`src/rtl/cpu24_pkg.sv`:
```
// rtl/cpu24_pkg.sv - shared types, widths and PC helper for the 24-bit CPU fetch path
// Contents:
//   XLEN          datapath width (24)
//   word_t        XLEN-bit instruction / address word
//   fetch_state_e fetch FSM states BOOT, RUN, HALTED
//   pc_add        modulo-2^XLEN address add
package cpu24_pkg;

    localparam int XLEN = 24;

    typedef logic [XLEN-1:0] word_t;

    typedef enum logic [1:0] {
        BOOT   = 2'd0,
        RUN    = 2'd1,
        HALTED = 2'd2
    } fetch_state_e;

    // Carry out of bit XLEN-1 is deliberately dropped so the PC wraps silently.
    function automatic word_t pc_add(input word_t a, input word_t b);
        return a + b;
    endfunction

endpackage

```
`src/rtl/instruction_fetch_if.sv`:
```
// rtl/instruction_fetch_if.sv - memory, control and IF/ID handshake bundle of the fetch stage
// Signals:
//   MemAddr/MemData          fetch address out, combinational instruction back
//   Redirect/RedirectTarget  branch/jump pulse and new PC
//   Halt                     stop fetching
//   OutValid/OutReady        IF/ID valid/ready handshake
//   OutInst/OutPC/OutPCNext  fetched instruction, its address, address + increment
//   Halted                   fetch stage is parked
// Modports: master = fetch stage, slave = memory/decode/control environment.
interface instruction_fetch_if;
    import cpu24_pkg::*;

    word_t MemAddr;
    word_t MemData;
    logic  Redirect;
    word_t RedirectTarget;
    logic  Halt;
    logic  OutValid;
    logic  OutReady;
    word_t OutInst;
    word_t OutPC;
    word_t OutPCNext;
    logic  Halted;

    modport master (
        output MemAddr,
        input  MemData,
        input  Redirect,
        input  RedirectTarget,
        input  Halt,
        output OutValid,
        input  OutReady,
        output OutInst,
        output OutPC,
        output OutPCNext,
        output Halted
    );

    modport slave (
        input  MemAddr,
        output MemData,
        output Redirect,
        output RedirectTarget,
        output Halt,
        input  OutValid,
        output OutReady,
        input  OutInst,
        input  OutPC,
        input  OutPCNext,
        input  Halted
    );

endinterface

```
`src/rtl/if_id_reg.sv`:
```
// rtl/if_id_reg.sv - IF/ID valid/ready pipeline register with flush
// Ports:
//   clk, rst_n                        clock, asynchronous active-low reset
//   flush                             drop the held entry (wins over capture)
//   capture                           load in_* and mark valid
//   out_ready                         downstream consumes the held entry
//   in_inst, in_pc, in_pc_next        entry to load
//   out_valid, out_inst, out_pc,
//   out_pc_next                       held entry
module if_id_reg
    import cpu24_pkg::*;
(
    input  logic  clk,
    input  logic  rst_n,
    input  logic  flush,
    input  logic  capture,
    input  logic  out_ready,
    input  word_t in_inst,
    input  word_t in_pc,
    input  word_t in_pc_next,
    output logic  out_valid,
    output word_t out_inst,
    output word_t out_pc,
    output word_t out_pc_next
);

    logic  valid_q, valid_d;
    word_t inst_q, inst_d;
    word_t pc_q, pc_d;
    word_t pc_next_q, pc_next_d;

    always_comb begin
        valid_d   = valid_q;
        inst_d    = inst_q;
        pc_d      = pc_q;
        pc_next_d = pc_next_q;
        if (flush) begin
            // Payload is left as-is; with valid low it is never observed as live.
            valid_d = 1'b0;
        end else if (capture) begin
            valid_d   = 1'b1;
            inst_d    = in_inst;
            pc_d      = in_pc;
            pc_next_d = in_pc_next;
        end else if (valid_q && out_ready) begin
            valid_d = 1'b0;
        end
    end

    always_ff @(posedge clk or negedge rst_n) begin
        if (!rst_n) begin
            valid_q   <= 1'b0;
            inst_q    <= '0;
            pc_q      <= '0;
            pc_next_q <= '0;
        end else begin
            valid_q   <= valid_d;
            inst_q    <= inst_d;
            pc_q      <= pc_d;
            pc_next_q <= pc_next_d;
        end
    end

    assign out_valid   = valid_q;
    assign out_inst    = inst_q;
    assign out_pc      = pc_q;
    assign out_pc_next = pc_next_q;

endmodule

```
`src/rtl/instruction_fetch.sv`:
```
// rtl/instruction_fetch.sv - PC register, BOOT/RUN/HALTED fetch FSM and IF/ID register
// Parameters:
//   RESET_PC  PC loaded on reset
//   PC_INC    PC advance per fetched instruction
// Ports:
//   Clock     rising-edge clock
//   Reset     asynchronous active-low reset
//   bus       instruction_fetch_if.master (memory, control, IF/ID handshake)
module instruction_fetch
    import cpu24_pkg::*;
#(
    parameter word_t RESET_PC = 24'h000000,
    parameter word_t PC_INC   = 24'h000001
) (
    input  logic                       Clock,
    input  logic                       Reset,
    instruction_fetch_if.master        bus
);

    fetch_state_e state_q, state_d;
    word_t        pc_q, pc_d;
    word_t        pc_plus;
    logic         capture;
    logic         flush;
    logic         out_valid;
    word_t        out_inst;
    word_t        out_pc;
    word_t        out_pc_next;

    assign pc_plus = pc_add(pc_q, PC_INC);

    always_comb begin
        state_d = state_q;
        pc_d    = pc_q;
        capture = 1'b0;
        flush   = 1'b0;
        if (bus.Redirect) begin
            // Redirect overrides Halt and any state, including the BOOT cycle.
            state_d = RUN;
            pc_d    = bus.RedirectTarget;
            flush   = 1'b1;
        end else begin
            unique case (state_q)
                BOOT: begin
                    state_d = RUN;
                end
                RUN: begin
                    if (bus.Halt) begin
                        state_d = HALTED;
                    end else if (!out_valid || bus.OutReady) begin
                        capture = 1'b1;
                        pc_d    = pc_plus;
                    end
                end
                HALTED: begin
                    state_d = HALTED;
                end
                default: begin
                    state_d = BOOT;
                    pc_d    = RESET_PC;
                end
            endcase
        end
    end

    always_ff @(posedge Clock or negedge Reset) begin
        if (!Reset) begin
            state_q <= BOOT;
            pc_q    <= RESET_PC;
        end else begin
            state_q <= state_d;
            pc_q    <= pc_d;
        end
    end

    // A held entry still drains while halted, since capture is low there.
    if_id_reg u_if_id_reg (
        .clk         (Clock),
        .rst_n       (Reset),
        .flush       (flush),
        .capture     (capture),
        .out_ready   (bus.OutReady),
        .in_inst     (bus.MemData),
        .in_pc       (pc_q),
        .in_pc_next  (pc_plus),
        .out_valid   (out_valid),
        .out_inst    (out_inst),
        .out_pc      (out_pc),
        .out_pc_next (out_pc_next)
    );

    assign bus.MemAddr   = pc_q;
    assign bus.OutValid  = out_valid;
    assign bus.OutInst   = out_inst;
    assign bus.OutPC     = out_pc;
    assign bus.OutPCNext = out_pc_next;
    assign bus.Halted    = (state_q == HALTED);

endmodule
```
`src/flat_wrapper.sv`:
```
// flat-port wrapper written by rule: the top's interface ports become plain ports
module instruction_fetch_flat import cpu24_pkg::*;
#(
    parameter word_t RESET_PC = 24'h000000,
    parameter word_t PC_INC   = 24'h000001
)
  (Clock, Reset, bus_MemAddr, bus_MemData, bus_Redirect, bus_RedirectTarget, bus_Halt, bus_OutValid, bus_OutReady, bus_OutInst, bus_OutPC, bus_OutPCNext, bus_Halted);
  instruction_fetch_if bus_i ();
  input  logic Clock;
  input  logic Reset;
  output wire logic [$bits(bus_i.MemAddr)-1:0] bus_MemAddr;
  input wire logic [$bits(bus_i.MemData)-1:0] bus_MemData;
  input wire logic [$bits(bus_i.Redirect)-1:0] bus_Redirect;
  input wire logic [$bits(bus_i.RedirectTarget)-1:0] bus_RedirectTarget;
  input wire logic [$bits(bus_i.Halt)-1:0] bus_Halt;
  output wire logic [$bits(bus_i.OutValid)-1:0] bus_OutValid;
  input wire logic [$bits(bus_i.OutReady)-1:0] bus_OutReady;
  output wire logic [$bits(bus_i.OutInst)-1:0] bus_OutInst;
  output wire logic [$bits(bus_i.OutPC)-1:0] bus_OutPC;
  output wire logic [$bits(bus_i.OutPCNext)-1:0] bus_OutPCNext;
  output wire logic [$bits(bus_i.Halted)-1:0] bus_Halted;
  assign bus_MemAddr = bus_i.MemAddr;
  assign bus_i.MemData = bus_MemData;
  assign bus_i.Redirect = bus_Redirect;
  assign bus_i.RedirectTarget = bus_RedirectTarget;
  assign bus_i.Halt = bus_Halt;
  assign bus_OutValid = bus_i.OutValid;
  assign bus_i.OutReady = bus_OutReady;
  assign bus_OutInst = bus_i.OutInst;
  assign bus_OutPC = bus_i.OutPC;
  assign bus_OutPCNext = bus_i.OutPCNext;
  assign bus_Halted = bus_i.Halted;
  instruction_fetch #(.RESET_PC(RESET_PC), .PC_INC(PC_INC)) u_core (.Clock(Clock), .Reset(Reset), .bus(bus_i));
endmodule
```
`config.mk`:
```
export PLATFORM = sky130hd
export DESIGN_NAME = instruction_fetch_flat
export DESIGN_NICKNAME = d
export VERILOG_FILES = /design/src/rtl/cpu24_pkg.sv /design/src/rtl/instruction_fetch_if.sv /design/src/rtl/if_id_reg.sv /design/src/rtl/instruction_fetch.sv /design/src/flat_wrapper.sv
export SDC_FILE = /design/constraint.sdc
export NUM_CORES = 1
export LEC_CHECK = 0
export CORE_UTILIZATION = 45
export CTS_CLUSTER_DIAMETER = 30
export DETAILED_ROUTE_END_ITERATION = 8
export PLACE_DENSITY = 0.78
export SKIP_CTS_REPAIR_TIMING = 1
export SLEW_MARGIN = 30
export SYNTH_ARGS = -nofsm -noshare
export SYNTH_HDL_FRONTEND = slang
export SYNTH_HIERARCHICAL = 1
export SYNTH_SLANG_ARGS = --single-unit
export TNS_END_PERCENT = 20
```
`constraint.sdc`:
```
create_clock -name Clock -period 3.3 [get_ports Clock]
set_clock_uncertainty 0.05 [all_clocks]
set_input_delay 0.66 -clock Clock [delete_from_list [all_inputs] [get_ports Clock]]
set_output_delay 0.66 -clock Clock [all_outputs]
set_load 0.02 [all_outputs]
```
Fig. 1: register map, names as in the netlist
Scale: 4 px per µm.
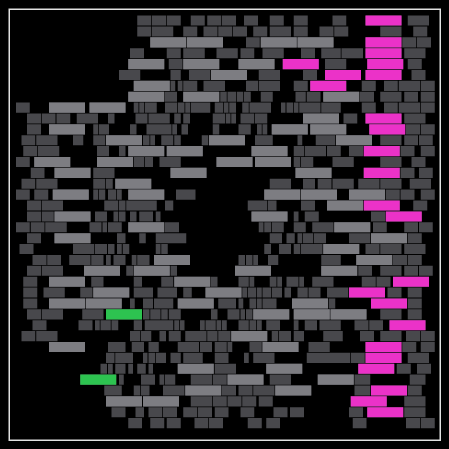
Key: `u_core/u_if_id_reg/out_inst` = magenta [placed flops 24]; `u_core/state_q` = green [placed flops 2]
Another 73 sequential cells are not coloured.

Fig. 2: wiring by layer
Scale: 4 px per µm. Only two layers are drawn.
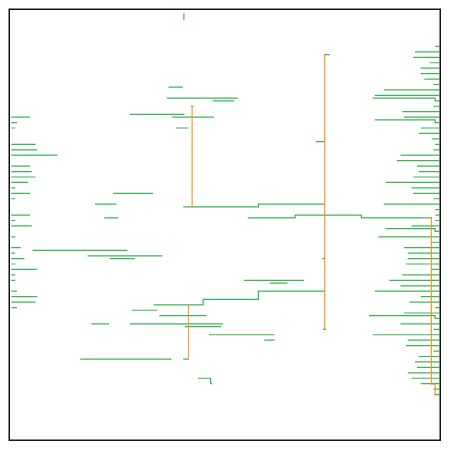
Key: M4 = orange [wire length 153 µm]; M3 = green [wire length 901 µm]
Routed WL per cell: 17.5 µm
Vias: 3626

==> reports/qor.yml <==
outcome:
  status: "finished clean"
timing:
  rsz0062_at_grt: "no"
  final-setup-viol-count: 0
  slew_violations: 0
  timing.slew.headroom: 0.480
  finalCriticalPeriod_ns: 2.54
  setup_ws_ns: 0.759
cells_and_area:
  buffer_area_frac: 0.234
  num-nonclk-buffers: 158
  drive_above_1_share: 0.201
drt:
  drt-total-wl_um: 11800
  highest_layer: "met4"
global_route:
  grt_max_degree: 89
  grt_overflow: 0
  grt.busiest_layer: "met2"
  antenna_found_initial: 0
yosys:
  synth_area_um2: 5000
  ys_cells: 386
  ys_area_um2: 5000
  numSynthFlops: 99
  ys_warn_count: 6
die:
  die_h_um: 107
clock_network:
  cts.sinks: 99
  cts_htree_levels: 3
placed_design:
  globalplace.congestion: 0.758
  dp_cells: 661
worst_setup_path:
  critPathMaxFanout: 8
  max_stage_delay_ns: 0.63
flow_run:
  warnings: 28
Fig. 3: track usage over the die
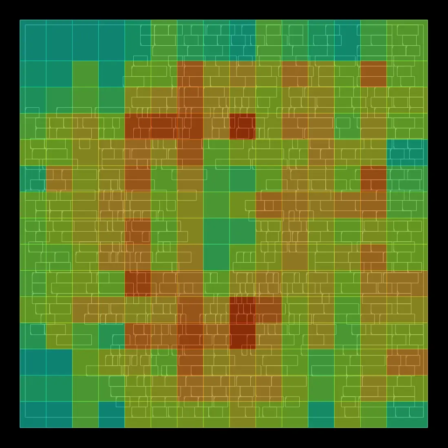
gr usage total: 0.208
Util after Layout: 0.621
met2 Use GR: 0.337

Fig. 4: the metal 4 layer
Scale: 4 px per µm. Supply wires on this layer in grey.
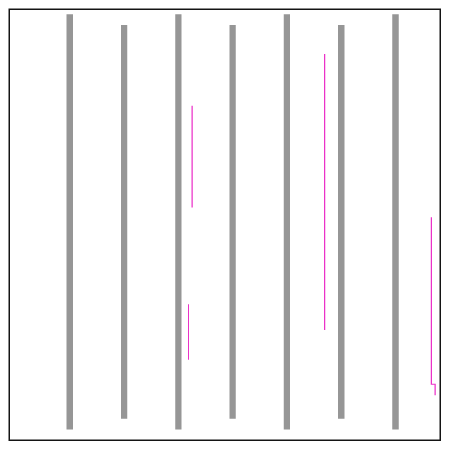
The wires run mostly vertical. The layer carries 153 µm of wire.

==> worst paths after layout <==
kind,start,endpoint,slack [ns],cells after the start
setup reg to reg,u_core/bus.MemAddr[3],u_core/u_if_id_reg/out_pc_next[19],0.76,6
min in group Clock,u_core/u_if_id_reg/out_inst[4],u_core/u_if_id_reg/out_inst[4],0.46,1
max in group asynchronous,Reset,u_core/u_if_id_reg/out_pc[10],2.27,2
hold / removal,Reset,u_core/bus.MemAddr[15],0.31,1
hold reg to reg,u_core/u_if_id_reg/out_inst[4],u_core/u_if_id_reg/out_inst[4],0.46,1
setup / recovery,u_core/bus.MemAddr[3],u_core/u_if_id_reg/out_pc_next[19],0.76,6
==> through the flow <==
| step | cell area, µm² | hold WS, ns |
|---|---|---|
| floorplan | 5000 | 0.314 |
| global placement | 6530 | 0.441 |
| detailed placement | 6530 | 0.443 |
| CTS | 6730 | 0.329 |
| global route | 6730 | 0.373 |
| finish | 6730 | 0.306 |
==> worst reg2reg max path, cell delays in order, from the launching register on <==
cell	delay (ns)
dfrtp_1	0.51
and4_1	0.31
nand2b_1	0.24
nor3_1	0.63
nand3_1	0.24
xnor2_1	0.18
mux2_4	0.26
==> report_power, final <==
part           switching [µW]  leakage, µW  total (µW)  internal, µW
clock                     408    0.0000974         795           386
sequential                404      0.00123        2090          1690
combinational            1170      0.00157        2670          1500
==> kinds of logic (layout without fill, tap and decap cells) <==
group | Yosys count | after routing | synth area share
and+or+nand+nor | 84 | 84 | 0.0964
DFF | 99 | 99 | 0.496
xor gates and xnor gates | 22 | 22 | 0.0386
buffers and inverters | 34 | 184 | 0.0523
muxes | 72 | 72 | 0.215
adders and majority gates | 4 | 4 | 0.0100
AOI/OAI and AO/OA | 71 | 71 | 0.0919
Power is estimated from default activity; no workload was simulated.
